### Cells coloured by class, run 1

Fill, decap, tap and diode cells in grey.
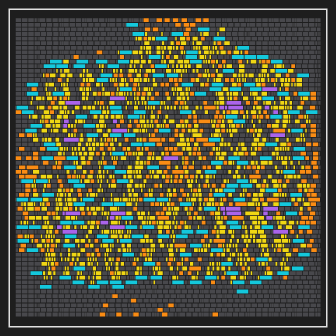
### Cell sizes after repair, run 1

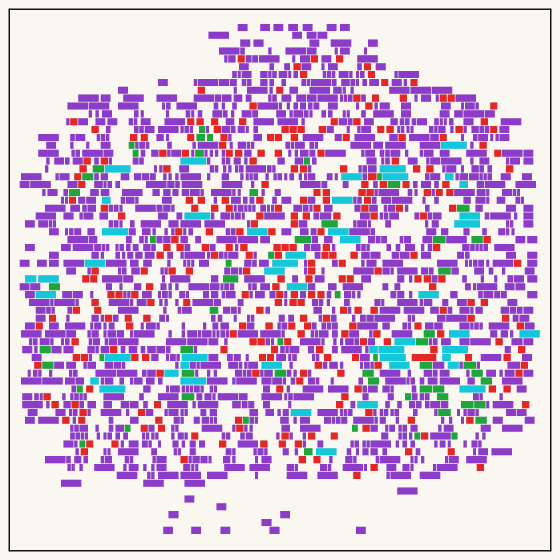
### Cell placement, run 1

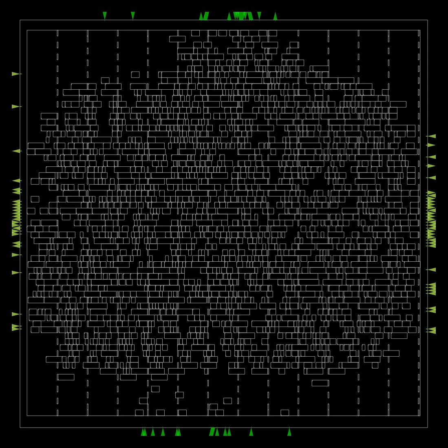
### Wires at chosen ports, followed through buffers, run 1

The bar under the picture is 50 microns long.
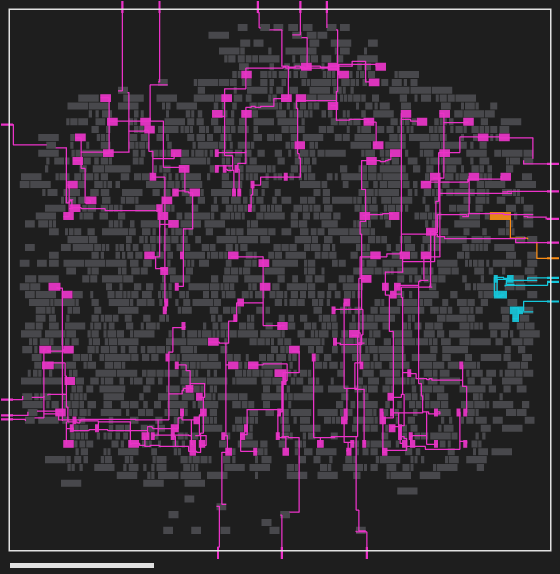
==> src/rtl/regfile_mp_pkg.sv <==
// Shared constants for the d16 register file: default geometry and
// architectural register indices, including the stack/link aliases.
package regfile_mp_pkg;

  localparam int DEFAULT_DATA_W   = 16;
  localparam int DEFAULT_NUM_REGS = 8;
  localparam int DEFAULT_SEL_W    = $clog2(DEFAULT_NUM_REGS);

  typedef enum logic [DEFAULT_SEL_W-1:0] {
    R0 = 3'd0,
    R1 = 3'd1,
    R2 = 3'd2,
    R3 = 3'd3,
    R4 = 3'd4,
    R5 = 3'd5,
    R6 = 3'd6,
    R7 = 3'd7
  } regIdx_t;

  localparam regIdx_t LR = R6;
  localparam regIdx_t SP = R7;

endpackage

==> src/rtl/regfile_mp_busy_scoreboard.sv <==
// Per-register busy bits: a claim sets a bit, any write to that register
// clears it (the claim wins when both happen), with two registered busy read ports.
module busy_scoreboard
  import regfile_mp_pkg::*;
#(
  parameter int NUM_REGS = DEFAULT_NUM_REGS,
  parameter int SEL_W    = $clog2(NUM_REGS),
  parameter bit BYPASS   = 1'b1,
  parameter bit ZERO_R0  = 1'b0
) (
  input  logic             clk,
  input  logic             rst,
  input  logic             en,
  input  logic             claim_en,
  input  logic [SEL_W-1:0] claim_sel,
  input  logic             w0_en,
  input  logic [SEL_W-1:0] w0_sel,
  input  logic             w1_en,
  input  logic [SEL_W-1:0] w1_sel,
  input  logic [SEL_W-1:0] ra_sel,
  input  logic [SEL_W-1:0] rb_sel,
  output logic             ra_busy,
  output logic             rb_busy
);

  logic [NUM_REGS-1:0] busy;
  logic [NUM_REGS-1:0] busyNext;

  // NOTE: the default assignment at the top keeps this block a pure mux with no latch.
  always_comb begin
    busyNext = busy;
    for (int r = 0; r < NUM_REGS; r++) begin
      if (claim_en && claim_sel == SEL_W'(r)) begin
        busyNext[r] = 1'b1;
      end else if ((w0_en && w0_sel == SEL_W'(r)) || (w1_en && w1_sel == SEL_W'(r))) begin
        busyNext[r] = 1'b0;
      end
    end
    if (ZERO_R0) busyNext[0] = 1'b0;
  end

  // NOTE: state is assigned non-blocking so every reader sees the pre-edge value.
  always_ff @(posedge clk) begin
    if (rst) begin
      busy    <= '0;
      ra_busy <= 1'b0;
      rb_busy <= 1'b0;
    end else if (en) begin
      busy    <= busyNext;
      ra_busy <= BYPASS ? busyNext[ra_sel] : busy[ra_sel];
      rb_busy <= BYPASS ? busyNext[rb_sel] : busy[rb_sel];
    end
  end

endmodule

==> src/rtl/regfile_mp.sv <==
// Two-read / two-write register file with busy scoreboard, optional
// write-to-read bypass and optional hardwired zero register.
module regfile_mp
  import regfile_mp_pkg::*;
#(
  parameter int DATA_W   = DEFAULT_DATA_W,
  parameter int NUM_REGS = DEFAULT_NUM_REGS,
  parameter int SEL_W    = $clog2(NUM_REGS),
  parameter bit BYPASS   = 1'b1,
  parameter bit ZERO_R0  = 1'b0
) (
  input  logic              clk,
  input  logic              rst,
  input  logic              en,
  input  logic [SEL_W-1:0]  ra_sel,
  input  logic [SEL_W-1:0]  rb_sel,
  output logic [DATA_W-1:0] ra_data,
  output logic [DATA_W-1:0] rb_data,
  output logic              ra_busy,
  output logic              rb_busy,
  input  logic              w0_en,
  input  logic [SEL_W-1:0]  w0_sel,
  input  logic [DATA_W-1:0] w0_data,
  input  logic              w1_en,
  input  logic [SEL_W-1:0]  w1_sel,
  input  logic [DATA_W-1:0] w1_data,
  input  logic              claim_en,
  input  logic [SEL_W-1:0]  claim_sel
);

  logic [DATA_W-1:0] regs    [NUM_REGS];
  logic [DATA_W-1:0] regNext [NUM_REGS];

  // w0 is applied last so it wins a same-register conflict.
  always_comb begin
    regNext = regs;
    if (w1_en) regNext[w1_sel] = w1_data;
    if (w0_en) regNext[w0_sel] = w0_data;
    if (ZERO_R0) regNext[0] = '0;
  end

  // NOTE: the array is reset because software relies on every register starting at 0.
  always_ff @(posedge clk) begin
    if (rst) begin
      for (int i = 0; i < NUM_REGS; i++) regs[i] <= '0;
      ra_data <= '0;
      rb_data <= '0;
    end else if (en) begin
      regs    <= regNext;
      ra_data <= BYPASS ? regNext[ra_sel] : regs[ra_sel];
      rb_data <= BYPASS ? regNext[rb_sel] : regs[rb_sel];
    end
  end

  busy_scoreboard #(
    .NUM_REGS (NUM_REGS),
    .SEL_W    (SEL_W),
    .BYPASS   (BYPASS),
    .ZERO_R0  (ZERO_R0)
  ) uScoreboard (
    .clk       (clk),
    .rst       (rst),
    .en        (en),
    .claim_en  (claim_en),
    .claim_sel (claim_sel),
    .w0_en     (w0_en),
    .w0_sel    (w0_sel),
    .w1_en     (w1_en),
    .w1_sel    (w1_sel),
    .ra_sel    (ra_sel),
    .rb_sel    (rb_sel),
    .ra_busy   (ra_busy),
    .rb_busy   (rb_busy)
  );

endmodule

==> config.mk <==
export PLATFORM = sky130hd
export DESIGN_NAME = regfile_mp
export DESIGN_NICKNAME = d
export VERILOG_FILES = /design/src/rtl/regfile_mp_pkg.sv /design/src/rtl/regfile_mp_busy_scoreboard.sv /design/src/rtl/regfile_mp.sv
export SDC_FILE = /design/constraint.sdc
export NUM_CORES = 1
export LEC_CHECK = 0
export CAP_MARGIN = 25
export CORE_MARGIN = 3
export CORE_UTILIZATION = 35
export DETAILED_ROUTE_END_ITERATION = 16
export PLACE_DENSITY = 0.61
export SYNTH_ARGS = -nofsm -noshare
export SYNTH_HDL_FRONTEND = slang
export SYNTH_SLANG_ARGS = --single-unit
==> constraint.sdc <==
create_clock -name clk -period 2.7 [get_ports clk]
set_clock_uncertainty 0.1 [all_clocks]
set_input_delay 0.54 -clock clk [delete_from_list [all_inputs] [get_ports clk]]
set_output_delay 0.54 -clock clk [all_outputs]
set_load 0.03 [all_outputs]
==> flow.log, run 1 <==
[flow] final metrics
[metrics] run status: finished clean
[metrics] clock root cell: sky130_fd_sc_hd__clkbuf_16
[metrics] PD cells: around 450 mW/mm^2
[metrics] chip height: 187 microns
[metrics] flip-flops: between 150 and 200
[metrics] total nets after synthesis: 1615
[metrics] critical path capture point type: flop
[metrics] number of clock buffers in the layout: 18
[metrics] dominant non-sequential cell family after synthesis: AND-OR/OR-AND gates
[metrics] final instance area: 0.0152 sq mm
[metrics] cell count after placement: 2211
[metrics] P_seq: 2.70 mW
[metrics] Worst Reg-to-Reg Cells: 5
[metrics] chip area in the Yosys report: 0.0115 sq mm
[metrics] count of flip-flops with a built-in enable after synthesis: 0
[metrics] share of cell area taken by multi-input logic gates: roughly 48%
[metrics] adder and majority gate portion of the synthesized area: 0%
[metrics] clock-pin slew on the worst setup and hold paths: 0.07 ns
[metrics] Post-CTS Setup Inserts: 0
[metrics] Clock Latency Late Sink: 0.45 ns
[metrics] maximum number of pins on one net before global-route repair: 83
[metrics] worst reg2reg endpoint: rb_data[14]
[metrics] Final setup viols: 0
[metrics] clock share of power: a little over a third
[metrics] Congestion Overflow GR: 0
[metrics] non-clk buf share: around 22%
[metrics] sequential fraction of the synthesis area: 29.7%
[metrics] initial standard-cell utilization of the core: a little over a third
[metrics] detailed-route via count: 13419
[metrics] Worst Hold Launch: regs[59]
[metrics] proportion of power drawn by combinational gates: ~25%
[metrics] power share of the sequential group: 39.2%
[metrics] power in combinational cells: 1.75 mW
[metrics] Worst Path Required: approximately 3.0 ns
[metrics] Most used DFF post-synth: sky130_fd_sc_hd__dfxtp_1
Back to the opening pictures, 'Cells coloured by class':
[purple] clock drivers and dummy loads | cells: 32 | share of their area: 3.8%
[cyan] flip-flops | cells: 170 | share of their area: 23%
[orange] other buffers and delay cells | cells: 383 | share of their area: 23%
[yellow] all other logic | cells: 1223 | share of their area: 50%

Back to the opening pictures, 'Cell sizes after repair':
[red] drive 3 to 4 | cells: 281 | share: 16%
[green] drive 2 | cells: 59 | share: 3.3%
[purple] drive 1 or less | cells: 1420 | share: 79%
[cyan] drive 6 and up | cells: 48 | share: 2.7%

Back to the opening pictures, 'Cell placement':
fillcell total: 3163
non-filler cells, final: 2245
Tap Count: 435
fraction of area in registers: 22.4%
utilization after layout: 47.7%

Back to the opening pictures, 'Wires at chosen ports, followed through buffers':
[magenta] w1_data | bits: 16 | direction: input | edge: 5 north, 4 east, 4 west, 3 south | end cells: 155 | wire: 2890 microns
[cyan] claim_sel | bits: 3 | direction: input | edge: east | end cells: 7 | wire: 91.7 microns
[orange] rb_busy | bits: 1 | direction: output | edge: east | end cells: 1 | wire: 22.6 microns
count of input and output buffers: 86
I/O pin count: 87

run 1: Yosys cell counts (all sizes together), types with 10 or more instances:
| cell | count | area share, % |
|---|---|---|
| nand3 | 29 | 1.3 |
| mux2 | 12 | 1.2 |
| a22oi | 23 | 1.5 |
| a31oi | 54 | 3.3 |
| a2bb2oi | 10 | 0.82 |
| nor2b | 10 | 0.55 |
| a211oi | 44 | 2.9 |
| nand2 | 185 | 6.1 |
| a32oi | 15 | 1.1 |
| or2 | 18 | 0.98 |
| a21oi | 138 | 6.1 |
| dfxtp | 170 | 30 |
| clkbuf | 112 | 3.7 |
| nor3 | 19 | 0.83 |
| mux2i | 144 | 13 |
| nor2 | 294 | 9.6 |
| o21ai | 31 | 1.4 |
| o21bai | 13 | 0.85 |
| a221oi | 12 | 0.92 |
| o22ai | 27 | 1.5 |
| o211ai | 12 | 0.79 |
| buf | 57 | 2.6 |
| and2 | 12 | 0.66 |
| o221ai | 10 | 0.76 |
run 1: registers in the layout, indices dropped and copies added, names as in the netlist:
register             cells
rb_data                 16
ra_data                 16
regs                   128
uScoreboard.ra_busy      1
uScoreboard.rb_busy      1
uScoreboard.busy         8
run 1: worst max-delay path, cell delays in order:
cell and delay [ns]:
sky130_fd_sc_hd__clkdlybuf4s50_1 0.51, sky130_fd_sc_hd__or4b_1 0.73, sky130_fd_sc_hd__buf_4 0.28, sky130_fd_sc_hd__a211oi_1 0.29, sky130_fd_sc_hd__a31oi_1 0.08, sky130_fd_sc_hd__a211o_1 0.28
sky130_fd_sc_hd__a21oi_1 0.16
run 1: routing by layer:
metal | global-route usage [%] | vias up | share of wire [%]
met4 | 12.6 | 2 | 4.3
met1 | 36.2 | 6409 | 41
met2 | 43.7 | 767 | 45
met5 | 0 | - | 0.026
met3 | 6.37 | 141 | 10
li1 | - | 6100 | -
--- run 2 (diff from run 1) ---
--- a/config.mk
+++ b/config.mk
@@ -9,7 +9,6 @@
 export CORE_MARGIN = 3
 export CORE_UTILIZATION = 35
 export DETAILED_ROUTE_END_ITERATION = 16
-export PLACE_DENSITY = 0.61
 export SYNTH_ARGS = -nofsm -noshare
 export SYNTH_HDL_FRONTEND = slang
 export SYNTH_SLANG_ARGS = --single-unit
### Cell placement, run 2

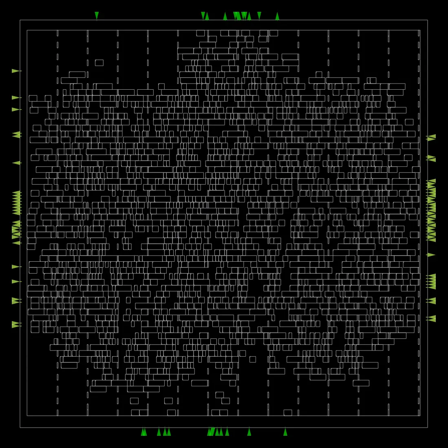
flip-flops: 170
area of the core: 0.0319 sq mm
count of standard-cell rows: 65
non-filler cells, final: 2250

==> run 2 against run 1 <==
Cell area up 0.75%. Clock power up 11%. First-iteration DRC count down 11%. Cell count up 0.22%. Critical path depth up 1. Via count down 1.5%. Critical path type unchanged.
==> flow.log, run 2 <==
[flow] final metrics
[metrics] count of flip-flops with a built-in enable after synthesis: 0
[metrics] fraction of synthesized cell area taken by the top area cell type: 29.7%
[metrics] Top area cell types: sky130_fd_sc_hd__dfxtp_1 (30%), sky130_fd_sc_hd__mux2i_1 (13%), sky130_fd_sc_hd__nor2_1 (9.6%), sky130_fd_sc_hd__nand2_1 (6.1%), sky130_fd_sc_hd__a21oi_1 (5.9%)
[metrics] total nets after synthesis: 1615
[metrics] I/O pin count: roughly 87
[metrics] commonest cells in the synthesized netlist: sky130_fd_sc_hd__nor2_1 (294), sky130_fd_sc_hd__nand2_1 (185), sky130_fd_sc_hd__dfxtp_1 (170)
[metrics] P_seq: 2.70 mW
[metrics] clock-pin slew on the worst setup and hold paths: roughly 0.07 ns
[metrics] Worst Path Required: 2.96 ns
[metrics] Final setup viols: 0
[metrics] count of input and output buffers: 86
[metrics] Most used DFF post-synth: sky130_fd_sc_hd__dfxtp_1
[metrics] power share of the sequential group: 37.8%
[metrics] initial standard-cell utilization of the core: approximately 36%
[metrics] chip area in the Yosys report: 0.0115 sq mm
[metrics] Clock Latency Late Sink: 0.45 ns
[metrics] power in combinational cells: 1.75 mW
[metrics] adder and majority gate portion of the synthesized area: 0%
[metrics] Worst Reg-to-Reg Cells: 5
[metrics] Post-DP HPWL: 36100 microns
[metrics] dominant non-sequential cell family after synthesis: AND-OR/OR-AND gates
[metrics] clock share of power: 37.8%
[metrics] final instance area: 0.0153 sq mm
[metrics] Congestion Overflow GR: 0
[metrics] proportion of power drawn by combinational gates: between 20% and 30%
[metrics] detailed-route via count: 13214
[metrics] Top Registers: regs x128, ra_data x16, rb_data x16
[metrics] critical path capture point type: flop
[metrics] maximum number of pins on one net before global-route repair: around 60
[metrics] most repeated cell in the gate-level netlist after synthesis: sky130_fd_sc_hd__nor2_1
[metrics] Yosys top cell by area: sky130_fd_sc_hd__dfxtp_1
[metrics] run status: finished clean
[run 2: cell counts after synthesis]
No cell type changed its count.
[run 2: cell type report]
type | instances | area, sq um
multi-input cells | 1219 | 7330
clock inverters | 13 | 181
inverters | 4 | 15.0
clock buffers | 19 | 443
well taps | 435 | 544
flip-flops and latches | 170 | 3400
repair buffers | 388 | 3390
diodes | 2 | 5.00
fillers | 3192 | 16600
[run 2: metrics by stage]
stage          util [%]  total power [mW]  cells
2_1_floorplan         -              3.65   1562
3_3_place_gp       46.0              4.45   2216
3_5_place_dp       46.0              4.46   2216
4_1_cts            48.0              7.15   2248
5_1_grt            48.0              7.41   2250
6_report           48.0              7.15   2250
[run 2: what timing repair did]
item	in CTS	in global routing
buffers inserted	0	0
setup endpoints to repair	0	5
gates resized	0	5
[run 2: critical path, stage by stage]
cell and delay (ns):
sky130_fd_sc_hd__clkdlybuf4s50_1 0.50, sky130_fd_sc_hd__or4b_1 0.55, sky130_fd_sc_hd__buf_4 0.22, sky130_fd_sc_hd__nor2b_1 0.27, sky130_fd_sc_hd__a2bb2oi_2 0.18, sky130_fd_sc_hd__a22oi_1 0.09, sky130_fd_sc_hd__a311o_1 0.33, sky130_fd_sc_hd__a31oi_1 0.18
[run 2: path summary, 6_finish.rpt]
path,from,end,slack (ns)
worst max-delay path,w0_sel[1],ra_data[8],0.11
worst min-delay path,regs[59],regs[59],0.36
worst max register to register,regs[14],rb_data[14],1.08
worst min register to register,regs[59],regs[59],0.36
[run 2: routing by layer]
metal / track usage, % / up-vias / share of wire, %
met2: 43.4 / 717 / 45
met4: 10.6 / 0 / 3.2
met3: 6.80 / 97 / 9.9
met5: 0 / - / 0
met1: 36.2 / 6285 / 42
li1: - / 6115 / -
Power is estimated from default activity; no workload was simulated.
